Fig. 1: PDN straps and rails
Bar = 20 um. Pins as bars on the die edge. Tap cells in grey.
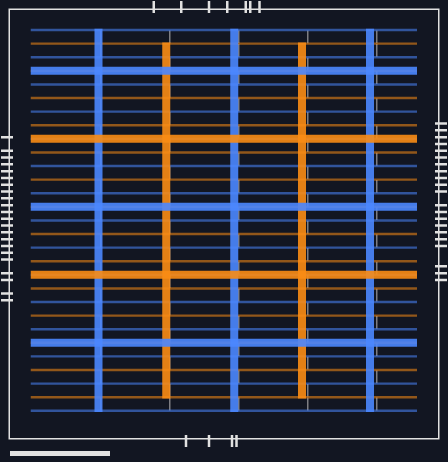
Fig. 2: placed cells, one colour a class
Bar = 20 um.
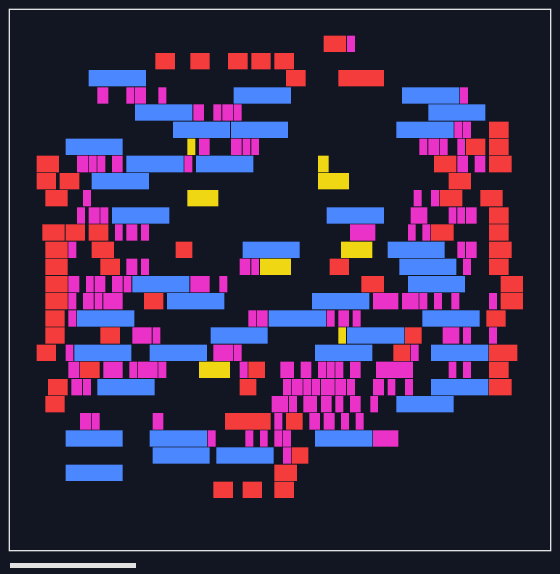
Fig. 3: clock distribution
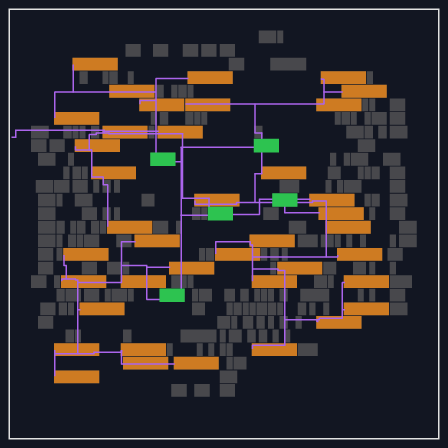
===== src/rtl/alu_uart_sequencer_pkg.sv =====
// rtl/alu_uart_sequencer_pkg.sv - shared widths, opcodes, flag bits and state encodings
package alu_uart_sequencer_pkg;

    localparam int BUS_DAT = 8;
    localparam int BUS_OP  = 6;

    localparam logic [5:0] OP_ADD = 6'b100000;
    localparam logic [5:0] OP_SUB = 6'b100010;
    localparam logic [5:0] OP_AND = 6'b100100;
    localparam logic [5:0] OP_OR  = 6'b100101;
    localparam logic [5:0] OP_XOR = 6'b100110;
    localparam logic [5:0] OP_SRA = 6'b000011;
    localparam logic [5:0] OP_SRL = 6'b000010;
    localparam logic [5:0] OP_NOR = 6'b100111;

    localparam int FLAG_ZERO    = 0;
    localparam int FLAG_CARRY   = 1;
    localparam int FLAG_ILLEGAL = 2;

    typedef enum logic [2:0] {
        WAIT_A     = 3'd0,
        WAIT_B     = 3'd1,
        WAIT_OP    = 3'd2,
        EXEC       = 3'd3,
        WAIT_RES   = 3'd4,
        WAIT_FLAGS = 3'd5
    } state_t;

    function automatic logic op_is_legal(input logic [5:0] op);
        case (op)
            OP_ADD, OP_SUB, OP_AND, OP_OR,
            OP_XOR, OP_SRA, OP_SRL, OP_NOR: op_is_legal = 1'b1;
            default:                        op_is_legal = 1'b0;
        endcase
    endfunction

endpackage


===== src/rtl/alu_uart_sequencer.sv =====
// rtl/alu_uart_sequencer.sv - loads ALU operands/opcode from UART bytes, returns result and flags
module alu_uart_sequencer
    import alu_uart_sequencer_pkg::*;
#(
    parameter int b_dat = BUS_DAT,
    parameter int b_op  = BUS_OP
) (
    input  logic             clk,
    input  logic             reset,
    input  logic             rx_done,
    input  logic [7:0]       rx_data,
    input  logic             tx_done,
    output logic             tx_start,
    output logic [7:0]       tx_data,
    output logic [b_dat-1:0] alu_a,
    output logic [b_dat-1:0] alu_b,
    output logic [b_op-1:0]  alu_op,
    input  logic [b_dat-1:0] alu_rdo,
    input  logic             alu_carry,
    input  logic             alu_zero,
    output logic             busy
);

    state_t     state;
    logic       illegal;
    logic [7:0] flags;
    logic [7:0] flags_next;

    always_comb begin
        flags_next               = 8'h00;
        flags_next[FLAG_ZERO]    = alu_zero;
        flags_next[FLAG_CARRY]   = alu_carry;
        flags_next[FLAG_ILLEGAL] = illegal;
    end

    // tx_data doubles as the captured result register until the flags byte replaces it.
    always_ff @(posedge clk or posedge reset) begin
        if (reset) begin
            state    <= WAIT_A;
            alu_a    <= '0;
            alu_b    <= '0;
            alu_op   <= '0;
            tx_data  <= 8'h00;
            flags    <= 8'h00;
            illegal  <= 1'b0;
            tx_start <= 1'b0;
            busy     <= 1'b0;
        end else begin
            tx_start <= 1'b0;
            case (state)
                WAIT_A: begin
                    if (rx_done) begin
                        alu_a <= rx_data;
                        state <= WAIT_B;
                        busy  <= 1'b1;
                    end
                end
                WAIT_B: begin
                    if (rx_done) begin
                        alu_b <= rx_data;
                        state <= WAIT_OP;
                    end
                end
                WAIT_OP: begin
                    if (rx_done) begin
                        alu_op  <= rx_data[b_op-1:0];
                        illegal <= (rx_data[7:b_op] != '0) || !op_is_legal(rx_data[b_op-1:0]);
                        state   <= EXEC;
                    end
                end
                EXEC: begin
                    flags    <= flags_next;
                    tx_data  <= alu_rdo;
                    tx_start <= 1'b1;
                    state    <= WAIT_RES;
                end
                WAIT_RES: begin
                    if (tx_done) begin
                        tx_data  <= flags;
                        tx_start <= 1'b1;
                        state    <= WAIT_FLAGS;
                    end
                end
                WAIT_FLAGS: begin
                    if (tx_done) begin
                        state <= WAIT_A;
                        busy  <= 1'b0;
                    end
                end
                default: begin
                    state <= WAIT_A;
                    busy  <= 1'b0;
                end
            endcase
        end
    end

endmodule


===== config.mk =====
export PLATFORM = sky130hd
export DESIGN_NAME = alu_uart_sequencer
export DESIGN_NICKNAME = d
export VERILOG_FILES = /design/src/rtl/alu_uart_sequencer_pkg.sv /design/src/rtl/alu_uart_sequencer.sv
export SDC_FILE = /design/constraint.sdc
export NUM_CORES = 1
export LEC_CHECK = 0
export ABC_AREA = 1
export ABC_CLOCK_PERIOD_IN_PS = 1600
export CORE_MARGIN = 4
export CORE_UTILIZATION = 27
export DETAILED_ROUTE_END_ITERATION = 7
export MAX_ROUTING_LAYER = met4
export SYNTH_ARGS = -nofsm -noshare
export SYNTH_HDL_FRONTEND = slang
export SYNTH_SLANG_ARGS = --single-unit

===== constraint.sdc =====
create_clock -name clk -period 1.6 [get_ports clk]
set_clock_uncertainty 0.05 [all_clocks]
set_input_delay 0.32 -clock clk [delete_from_list [all_inputs] [get_ports clk]]
set_output_delay 0.32 -clock clk [all_outputs]
set_load 0.02 [all_outputs]

==> Slide: Implementation Results <==
Synthesis and Place & Route Summary

Clock network
  • Sink Count: 39
  • Root Buffer: clkbuf_8
  • H-tree depth: 2

Final layout
  • Post-layout util: 0.402
  • Dominant logic cell types in the final layout: nand2_1 (56), dfrtp_1 (39), dlygate4sd2_1 (31)
  • Commonest Layout Cell: nand2_1
  • Non-clk bufs: 62
  • Largest registers: alu_a: 8 flops, alu_b: 8 flops, tx_data: 8 flops
  • P&R area growth vs syn: 45.5%
  • Combinational share of cell area: 0.231
  • Flip-flops: 39
  • Final cell count without fillers: 316

STA
  • Final period util: 0.871
  • Slew @ Worst Pin: 0.280 ns
  • Slew HR: 0.813

Run status
  • Status: complete, no violations

Die
  • Floorplan core density: 0.276
  • # Taps: 75
  • Top Ports: 54

Worst setup path
  • CP Launch Type: flip-flop
  • Critical path destination: alu_op[2]
  • Max incr delay on CP: 0.41 ns
  • R2r startpoint: state[2]$_DFFE_PP0P_

Synth
  • Largest logic family: simple AND/OR/NAND/NOR gates
  • Simple Share, Synth: 0.196
  • Ys cells: 175
  • Yosys warns: 0
  • Syn Nets: 197

Routing
  • Routed WL: 3910 um
  • Wire per inst: 12.4 um
  • Routed length on met2: 1610 um

Place
  • Dpl cells: 308
  • Placed cell area: 0.00232 mm2
  • Detail Placement HPWL: 2790 um

Flow run
  • MaxCap Viol Count: 0

Power
  • Switch share: 0.423
  • Sequential Power: 0.00175 W

GRT
  • Grt ovf: 0
  • Gr usage total: 0.113
-- Fig. 1 (at the start) --
| net | colour |
|---|---|
| VSS | blue |
| VDD | orange |
met4 straps: 5
rows: 28
worst vdd ir: 0.829 mV
Die Wd: 85.6 um

-- Fig. 2 (at the start) --
| class | colour | cells | share of their area |
|---|---|---|---|
| remaining logic cells | magenta | 132 | 28% |
| registers | blue | 39 | 43% |
| remaining buffers and delay cells | red | 62 | 26% |
| clock drivers and dummy loads | yellow | 8 | 3.6% |
Final Cell Area: 0.00237 mm2
core box area: 0.00589 mm2

-- Fig. 3 (at the start) --
[clock-net drivers] green | count: 5
[flip-flops] orange | count: 39
[clock wires] purple | length: 532 um
routed clock nets: 6
flops lie: widely spread
clk ins delay skew pair: 0.28 ns
Clk. pwr: 0.000635 W
clock power share: 0.140

Power is estimated from default activity; no workload was simulated.
